==> src/rtl/comm_pkg.sv <==
// Shared types and constants for the UART command master.
package comm_pkg;

  typedef enum logic [1:0] {
    IDLE,
    LOAD,
    SEND,
    WAIT_RESP
  } cm_state_t;

  localparam int unsigned UART_FRAME_BITS  = 10;
  localparam int unsigned DEFAULT_BAUD_DIV = 2604;

endpackage

==> src/rtl/uart_xcvr.sv <==
// 8N1 UART transceiver: independent transmit and receive halves sharing a baud divisor.
import comm_pkg::*;

module uart_xcvr #(
  parameter int unsigned BAUD_DIV = DEFAULT_BAUD_DIV
) (
  input  logic       clk,
  input  logic       rst_n,
  input  logic       tx_start,
  input  logic [7:0] tx_data,
  output logic       tx_done,
  output logic       TX,
  input  logic       RX,
  output logic       rx_rdy,
  output logic [7:0] rx_data
);

  localparam int unsigned CW = $clog2(BAUD_DIV);
  localparam int unsigned BW = $clog2(UART_FRAME_BITS);
  localparam logic [CW-1:0] BIT_LAST   = CW'(BAUD_DIV - 1);
  localparam logic [CW-1:0] HALF_M1    = CW'(BAUD_DIV / 2 - 1);
  localparam logic [BW-1:0] FRAME_LAST = BW'(UART_FRAME_BITS - 1);

  logic          tx_q, tx_d;
  logic          tx_act_q, tx_act_d;
  logic [CW-1:0] tx_cnt_q, tx_cnt_d;
  logic [BW-1:0] tx_bit_q, tx_bit_d;
  logic [8:0]    tx_sh_q, tx_sh_d;

  logic          rx_s1_q, rx_s2_q;
  logic          rx_act_q, rx_act_d;
  logic [CW-1:0] rx_cnt_q, rx_cnt_d;
  logic [BW-1:0] rx_bit_q, rx_bit_d;
  logic [7:0]    rx_sh_q, rx_sh_d;
  logic [7:0]    rx_data_q, rx_data_d;
  logic          rx_rdy_q, rx_rdy_d;

  // Transmit: start bit on accept, then shift data LSB-first followed by the stop bit.
  // tx_done flags the last cycle of the stop bit so the next byte follows after one idle cycle.
  always_comb begin
    tx_d     = tx_q;
    tx_act_d = tx_act_q;
    tx_cnt_d = tx_cnt_q;
    tx_bit_d = tx_bit_q;
    tx_sh_d  = tx_sh_q;
    tx_done  = 1'b0;
    if (tx_act_q) begin
      if (tx_cnt_q == BIT_LAST) begin
        tx_cnt_d = '0;
        if (tx_bit_q == FRAME_LAST) begin
          tx_act_d = 1'b0;
          tx_done  = 1'b1;
          tx_d     = 1'b1;
        end else begin
          tx_bit_d = tx_bit_q + 1'b1;
          tx_d     = tx_sh_q[0];
          tx_sh_d  = {1'b1, tx_sh_q[8:1]};
        end
      end else begin
        tx_cnt_d = tx_cnt_q + 1'b1;
      end
    end else if (tx_start) begin
      tx_act_d = 1'b1;
      tx_cnt_d = '0;
      tx_bit_d = '0;
      tx_d     = 1'b0;
      tx_sh_d  = {1'b1, tx_data};
    end
  end

  // Receive: after a start edge wait half a bit, then sample each bit at its centre.
  // A high start sample is a glitch; a low stop sample drops the byte.
  always_comb begin
    rx_act_d  = rx_act_q;
    rx_cnt_d  = rx_cnt_q;
    rx_bit_d  = rx_bit_q;
    rx_sh_d   = rx_sh_q;
    rx_data_d = rx_data_q;
    rx_rdy_d  = 1'b0;
    if (!rx_act_q) begin
      if (!rx_s2_q) begin
        rx_act_d = 1'b1;
        rx_cnt_d = HALF_M1;
        rx_bit_d = '0;
      end
    end else if (rx_cnt_q != '0) begin
      rx_cnt_d = rx_cnt_q - 1'b1;
    end else begin
      rx_cnt_d = BIT_LAST;
      if (rx_bit_q == '0) begin
        if (rx_s2_q) rx_act_d = 1'b0;
        else         rx_bit_d = rx_bit_q + 1'b1;
      end else if (rx_bit_q == FRAME_LAST) begin
        rx_act_d = 1'b0;
        if (rx_s2_q) begin
          rx_data_d = rx_sh_q;
          rx_rdy_d  = 1'b1;
        end
      end else begin
        rx_sh_d  = {rx_s2_q, rx_sh_q[7:1]};
        rx_bit_d = rx_bit_q + 1'b1;
      end
    end
  end

  // State registers for both halves plus the RX double-flop synchroniser.
  always_ff @(posedge clk or negedge rst_n) begin
    if (!rst_n) begin
      tx_q      <= 1'b1;
      tx_act_q  <= 1'b0;
      tx_cnt_q  <= '0;
      tx_bit_q  <= '0;
      tx_sh_q   <= '1;
      rx_s1_q   <= 1'b1;
      rx_s2_q   <= 1'b1;
      rx_act_q  <= 1'b0;
      rx_cnt_q  <= '0;
      rx_bit_q  <= '0;
      rx_sh_q   <= '0;
      rx_data_q <= '0;
      rx_rdy_q  <= 1'b0;
    end else begin
      tx_q      <= tx_d;
      tx_act_q  <= tx_act_d;
      tx_cnt_q  <= tx_cnt_d;
      tx_bit_q  <= tx_bit_d;
      tx_sh_q   <= tx_sh_d;
      rx_s1_q   <= RX;
      rx_s2_q   <= rx_s1_q;
      rx_act_q  <= rx_act_d;
      rx_cnt_q  <= rx_cnt_d;
      rx_bit_q  <= rx_bit_d;
      rx_sh_q   <= rx_sh_d;
      rx_data_q <= rx_data_d;
      rx_rdy_q  <= rx_rdy_d;
    end
  end

  assign TX      = tx_q;
  assign rx_rdy  = rx_rdy_q;
  assign rx_data = rx_data_q;

endmodule

==> src/rtl/comm_master_n.sv <==
// UART command master: sends a multi-byte command MSB byte first, then awaits a
// one-byte response with a bounded timeout.
import comm_pkg::*;

module comm_master_n #(
  parameter int unsigned CMD_BYTES   = 2,
  parameter int unsigned BAUD_DIV    = DEFAULT_BAUD_DIV,
  parameter int unsigned TIMEOUT_CYC = 1_000_000
) (
  input  logic                   clk,
  input  logic                   rst_n,
  input  logic                   snd_cmd,
  input  logic [8*CMD_BYTES-1:0] cmd,
  input  logic                   RX,
  output logic                   TX,
  output logic                   busy,
  output logic                   cmd_cmplt,
  output logic [7:0]             resp,
  output logic                   resp_cmplt,
  output logic                   resp_timeout
);

  localparam int unsigned BCW = $clog2(CMD_BYTES + 1);
  localparam int unsigned TCW = $clog2(TIMEOUT_CYC + 1);
  localparam logic [TCW-1:0] T_LAST = TCW'(TIMEOUT_CYC - 1);

  cm_state_t              state_q, state_d;
  logic [8*CMD_BYTES-1:0] shadow_q, shadow_d;
  logic [BCW-1:0]         byte_cnt_q, byte_cnt_d;
  logic [TCW-1:0]         tcnt_q, tcnt_d;
  logic                   busy_q, busy_d;
  logic                   cmd_cmplt_q, cmd_cmplt_d;
  logic [7:0]             resp_q, resp_d;
  logic                   resp_cmplt_q, resp_cmplt_d;
  logic                   resp_timeout_q, resp_timeout_d;

  logic       tx_start, tx_done, rx_rdy;
  logic [7:0] tx_byte, rx_data;

  uart_xcvr #(.BAUD_DIV(BAUD_DIV)) u_xcvr (
    .clk     (clk),
    .rst_n   (rst_n),
    .tx_start(tx_start),
    .tx_data (tx_byte),
    .tx_done (tx_done),
    .TX      (TX),
    .RX      (RX),
    .rx_rdy  (rx_rdy),
    .rx_data (rx_data)
  );

  // Select the shadow byte indexed by the down-counting byte counter.
  always_comb begin
    tx_byte = '0;
    for (int unsigned i = 0; i < CMD_BYTES; i++) begin
      if (byte_cnt_q == BCW'(i)) tx_byte = shadow_q[8*i +: 8];
    end
  end

  // Next-state and output logic; a response beats a same-cycle timeout.
  always_comb begin
    state_d        = state_q;
    shadow_d       = shadow_q;
    byte_cnt_d     = byte_cnt_q;
    tcnt_d         = tcnt_q;
    busy_d         = busy_q;
    cmd_cmplt_d    = cmd_cmplt_q;
    resp_d         = resp_q;
    resp_cmplt_d   = 1'b0;
    resp_timeout_d = 1'b0;
    tx_start       = 1'b0;
    unique case (state_q)
      IDLE: begin
        if (snd_cmd) begin
          shadow_d    = cmd;
          byte_cnt_d  = BCW'(CMD_BYTES - 1);
          cmd_cmplt_d = 1'b0;
          busy_d      = 1'b1;
          state_d     = LOAD;
        end
      end
      LOAD: begin
        tx_start = 1'b1;
        state_d  = SEND;
      end
      SEND: begin
        if (tx_done) begin
          if (byte_cnt_q == '0) begin
            cmd_cmplt_d = 1'b1;
            tcnt_d      = '0;
            state_d     = WAIT_RESP;
          end else begin
            byte_cnt_d = byte_cnt_q - 1'b1;
            state_d    = LOAD;
          end
        end
      end
      WAIT_RESP: begin
        tcnt_d = tcnt_q + 1'b1;
        if (rx_rdy) begin
          resp_d       = rx_data;
          resp_cmplt_d = 1'b1;
          busy_d       = 1'b0;
          state_d      = IDLE;
        end else if (tcnt_q == T_LAST) begin
          resp_timeout_d = 1'b1;
          busy_d         = 1'b0;
          state_d        = IDLE;
        end
      end
      default: state_d = IDLE;
    endcase
  end

  // Register state and all outputs.
  always_ff @(posedge clk or negedge rst_n) begin
    if (!rst_n) begin
      state_q        <= IDLE;
      shadow_q       <= '0;
      byte_cnt_q     <= '0;
      tcnt_q         <= '0;
      busy_q         <= 1'b0;
      cmd_cmplt_q    <= 1'b0;
      resp_q         <= '0;
      resp_cmplt_q   <= 1'b0;
      resp_timeout_q <= 1'b0;
    end else begin
      state_q        <= state_d;
      shadow_q       <= shadow_d;
      byte_cnt_q     <= byte_cnt_d;
      tcnt_q         <= tcnt_d;
      busy_q         <= busy_d;
      cmd_cmplt_q    <= cmd_cmplt_d;
      resp_q         <= resp_d;
      resp_cmplt_q   <= resp_cmplt_d;
      resp_timeout_q <= resp_timeout_d;
    end
  end

  assign busy         = busy_q;
  assign cmd_cmplt    = cmd_cmplt_q;
  assign resp         = resp_q;
  assign resp_cmplt   = resp_cmplt_q;
  assign resp_timeout = resp_timeout_q;

endmodule

==> config.mk <==
export PLATFORM = sky130hd
export DESIGN_NAME = comm_master_n
export DESIGN_NICKNAME = d
export VERILOG_FILES = /design/src/rtl/comm_pkg.sv /design/src/rtl/uart_xcvr.sv /design/src/rtl/comm_master_n.sv
export SDC_FILE = /design/constraint.sdc
export NUM_CORES = 1
export LEC_CHECK = 0
export ABC_CLOCK_PERIOD_IN_PS = 6500
export CAP_MARGIN = 10
export CORE_ASPECT_RATIO = 2
export CORE_MARGIN = 2
export CORE_UTILIZATION = 64
export CTS_BUF_LIST = sky130_fd_sc_hd__clkbuf_8 sky130_fd_sc_hd__clkbuf_16
export DETAILED_ROUTE_END_ITERATION = 16
export PLACE_DENSITY = 0.95
export SETUP_SLACK_MARGIN = 0.02
export SLEW_MARGIN = 0
export SYNTH_ARGS = -nofsm -noshare
export SYNTH_HDL_FRONTEND = slang
export SYNTH_HIERARCHICAL = 1
export SYNTH_SLANG_ARGS = --single-unit
==> constraint.sdc <==
create_clock -name clk -period 6.5 [get_ports clk]
set_input_delay 1.3 -clock clk [delete_from_list [all_inputs] [get_ports clk]]
set_output_delay 1.3 -clock clk [all_outputs]
set_load 0.01 [all_outputs]
==> images/power_grid.png <==
The bar under the picture is 20 um long. Pins as bars on the die edge.
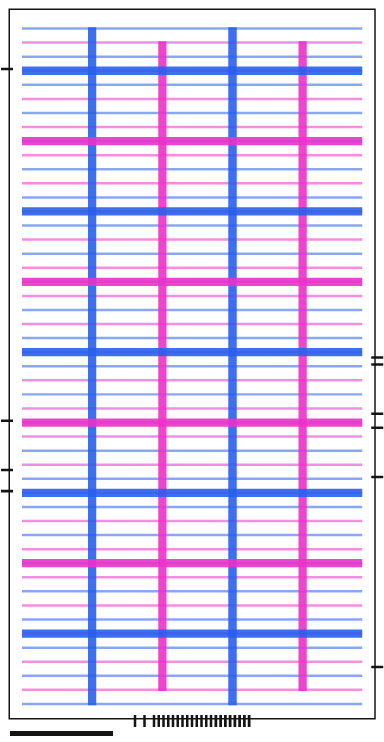
Key: VSS = blue; VDD = magenta
The core has 48 rows. 9 straps on met5. 49 met1 rails follow the rows.
Die Y: 137 um
Placeable Area: 8590 um2
Peak VDD IR: 241 uV
die width: 70.4 um

==> job_summary.md <==
## PnR job results

| Metric | Value |
|---|---|
| Run status | `complete, no violations` |
| Register clock-pin slew on the reported worst setup and hold paths | `50 ps` |
| # DRC | `0` |
| Top sig layer | `met4` |
| Cell type with the largest total area | `dfrtp_1` |
| Cell Type Count | `between 60 and 70` |
| Overall Global Routing Usage | `between 30 and 40%` |
| First-pass GRT wire length | `roughly 24000 um` |
| Number of fill cells | `467` |
| Drt wl/cell | `21.5 um` |
| R2R Path Start | `u_xcvr/tx_cnt_q[6]$_DFFE_PN0P_` |
| Met1 wire length | `about 5000 um` |
| Ys flops | `around 110` |
| Fin. Hold Viols | `0` |
| Post_cts resized | `0` |
| Starting utilization of the core area | `65.8%` |
| Post-CTS Setup Repair Bufs | `0` |
| Ys async rst share | `100%` |
| Synthesized area | `approximately 5600 um2` |
| Antenna diode count | `0` |
| Peak Freq | `roughly 0.3 GHz` |
| Crit path max fanout | `10` |
| Leading cell types by total area after synthesis | `dfrtp_1 46%, mux2_2 8.4%, dfstp_2 5.1%` |
| Routed Antenna Nets | `0` |
| Critical path class | `flip-flop to flip-flop` |
| Max clock buf depth | `2` |
| LEAKAGE | `0.00288 uW` |
| Max-slew violations | `0` |
| Worst rel slew slack | `between 30% and 40%` |
| Avg Vias per Cell | `6.86` |
| # Cells Yosys | `roughly 540` |
| Maxcap violations | `0` |
| IO Pins | `33` |
| Clock root buffer | `clkbuf_16` |
| Htree depth | `4` |
| Area growth from synthesis to layout | `15.9%` |
| CP Launch Type | `flip-flop` |
| Post-Syn Nets | `roughly 570` |
| Vias post-DR | `4680` |
| Critical Path AT | `between 3000 and 4000 ps` |
| Syn Inst Count | `~540` |
| Hold path endpoint | `u_xcvr/rx_s2_q$_DFF_PN1_` |
| WHS Path Cells | `0` |
| CP required | `slightly below 7000 ps` |
| Chip Area, Yosys | `between 5000 and 6000 um2` |
| Post-synth top cells | `103 x dfrtp_1, 57 x nand2_1, 42 x mux2_2, 35 x o21ai_0, 27 x nor2_1` |
| Post-synth EDFFs | `0` |
| CP peak stage delay | `slightly above 600 ps` |
| Share of layout cells above drive strength 1 | `17.9%` |
| Die footprint | `between 9000 and 10000 um2` |
| Log Warnings | `31` |
| Initial antenna violation count | `0` |
| Final #Nets | `approximately 600` |
| Clk Latency, worst-skew pair | `around 410 ps` |
| Worst Skew | `approximately 7.6 ps` |
| CTS tree | `done` |
| Final wirelength | `around 15000 um` |
| Crit path time final | `roughly 3300 ps` |
| Avg Cell Area, Syn | `between 10 and 15 um2` |
| Count leader, synth | `dfrtp_1` |
| RSZ-0062 raised after global routing | `false` |
| Gpl congestion | `about 0.92` |
| Critical path's slowest cell | `or4b_1` |
| Reg-to-reg endpoint | `tcnt_q[15]$_DFFE_PN0P_` |
| CP Capture Type | `flip-flop` |
| Number of buffers created by CTS | `17` |
| Setup_tns | `0 ps` |
| Vias in the first global route | `around 4800` |
| Number of port buffers | `32` |
| Least-Margin Pin Slew | `between 900 and 1000 ps` |
| Register share after synthesis | `between 50% and 60%` |
| Max-area cell share | `around 46%` |
| Crit-path cells | `or4b_1 > nor4_1 > and2_1 > a21o_1 > nand3_2 > or4_1 > a21oi_1` |
| Fin crit share | `around half` |
| Met3 WL | `approximately 800 um` |
| Met2 WL post-DR | `between 8000 and 9000 um` |
| Pwr Total | `1660 uW` |
| Largest net degree at the start of global routing | `about 66` |
| PD cells | `around 250 nW/um2` |
| Hold Crit Class | `flip-flop to flip-flop` |
| Ys flop type | `dfrtp_1` |
| First-pass DRT Iterations | `5` |
| # clock sinks | `~110` |
==> images/placement_by_type.png <==
The bar under the picture is 20 um long.
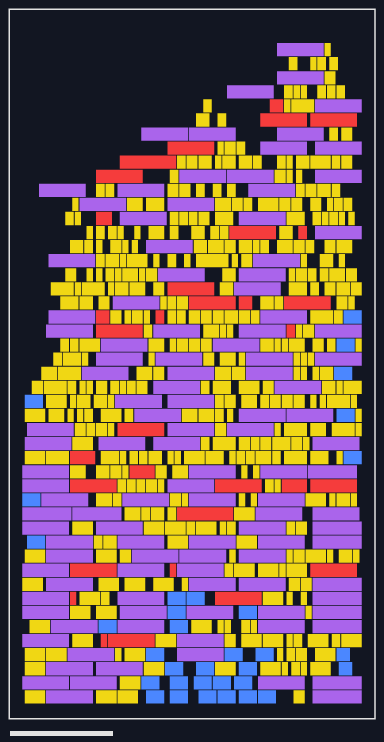
Key: other buffers and delay cells = blue [cells 33, share of their area 5.1%]; clock drivers and dummy loads = red [cells 32, share of their area 9.1%]; flops = purple [cells 114, share of their area 45%]; combinational and other logic = yellow [cells 403, share of their area 41%]
Cell Rows: 48
Post-Route Utilization: 76.3%
flop share of the area: 43.8%
final instance area: 6550 um2

placed cells by master, fill, tap and decap left out, drive strengths merged, types with 10 or more instances in the layout:
cell type / instances
nand4: 13
nand2: 57
a21oi: 25
ha: 11
o21ai: 35
nand2b: 12
or3: 10
nor2: 30
clkbuf: 20
mux2: 42
inv: 25
clkdlybuf4s50: 31
dfrtp: 103
dfstp: 11
or4: 11
nand3: 25
state kept, by name (all words and copies together) (netlist names), 2 cells and up:
register         count
u_xcvr/tx_cnt_q     12
u_xcvr/tx_bit_q      4
u_xcvr/rx_sh_q       8
u_xcvr/rx_cnt_q     12
state_q              2
byte_cnt_q           2
u_xcvr/rx_data       8
tcnt_q              20
shadow_q            16
u_xcvr/rx_bit_q      4
resp                 8
u_xcvr/tx_sh_q       8
worst max path at each step:
stage	startpoint	endpoint	slack (ps)
global route	u_xcvr/tx_cnt_q[6]$_DFFE_PN0P_	tcnt_q[15]$_DFFE_PN0P_	3060
detailed placement	u_xcvr/tx_cnt_q[6]$_DFFE_PN0P_	tcnt_q[15]$_DFFE_PN0P_	3380
floorplan	u_xcvr/tx_cnt_q[6]$_DFFE_PN0P_	tcnt_q[18]$_DFFE_PN0P_	3780
global placement	u_xcvr/tx_cnt_q[6]$_DFFE_PN0P_	tcnt_q[15]$_DFFE_PN0P_	3470
CTS	u_xcvr/tx_cnt_q[6]$_DFFE_PN0P_	tcnt_q[15]$_DFFE_PN0P_	3270
finish	u_xcvr/tx_cnt_q[6]$_DFFE_PN0P_	tcnt_q[15]$_DFFE_PN0P_	3170
critical path, delay by kind of cell, from the launching register on:
kind / cells / cell delay [ps]
flip-flops: 1 / 440
AND-OR/OR-AND: 2 / 560
AND/OR/NAND/NOR: 5 / 2230
layout make-up:
cell class | instances | area [um2] | area share, %
flip-flops and latches | 114 | 2870 | 43.8
inverters | 22 | 82.6 | 1.26
well taps | 100 | 125 | 1.91
repair buffers | 33 | 325 | 4.97
clock inverters | 12 | 118 | 1.80
clock buffers | 20 | 467 | 7.13
multi-input cells | 381 | 2560 | 39.2
per-stage QoR:
step / cell area (um2) / std cells / worst slack (ps) / hold WS [ps]
floorplan: 5650 / 543 / 3780 / 345
global placement: 5960 / 650 / 3470 / 346
detailed placement: 5960 / 650 / 3380 / 347
CTS: 6550 / 682 / 3270 / 354
global route: 6550 / 682 / 3060 / 362
finish: 6550 / 682 / 3170 / 354
cells by family (layout without fill, tap and decap cells):
group / count (synthesis) / after routing / share of synthesized area (%)
AND-OR/OR-AND: 109 / 109 / 12.5
XOR/XNOR: 8 / 8 / 1.24
adder cells (fa/ha/maj): 11 / 11 / 2.44
buffers and inverters: 48 / 87 / 3.85
flip-flops: 114 / 114 / 50.7
multiplexers: 45 / 45 / 8.90
AND/OR/NAND/NOR: 208 / 208 / 20.3
layer usage:
metal	up-vias	track usage [%]
met5	-	0
met4	0	19.2
met3	80	8.03
met2	262	58.5
met1	2302	33.7
li1	2036	-
where the power goes:
part | total, uW | internal, uW | switching [uW]
combinational | 33.9 | 14.9 | 18.9
clock | 904 | 587 | 318
sequential | 722 | 717 | 4.93
No activity file was given, so power comes from the tool's default toggle rates.
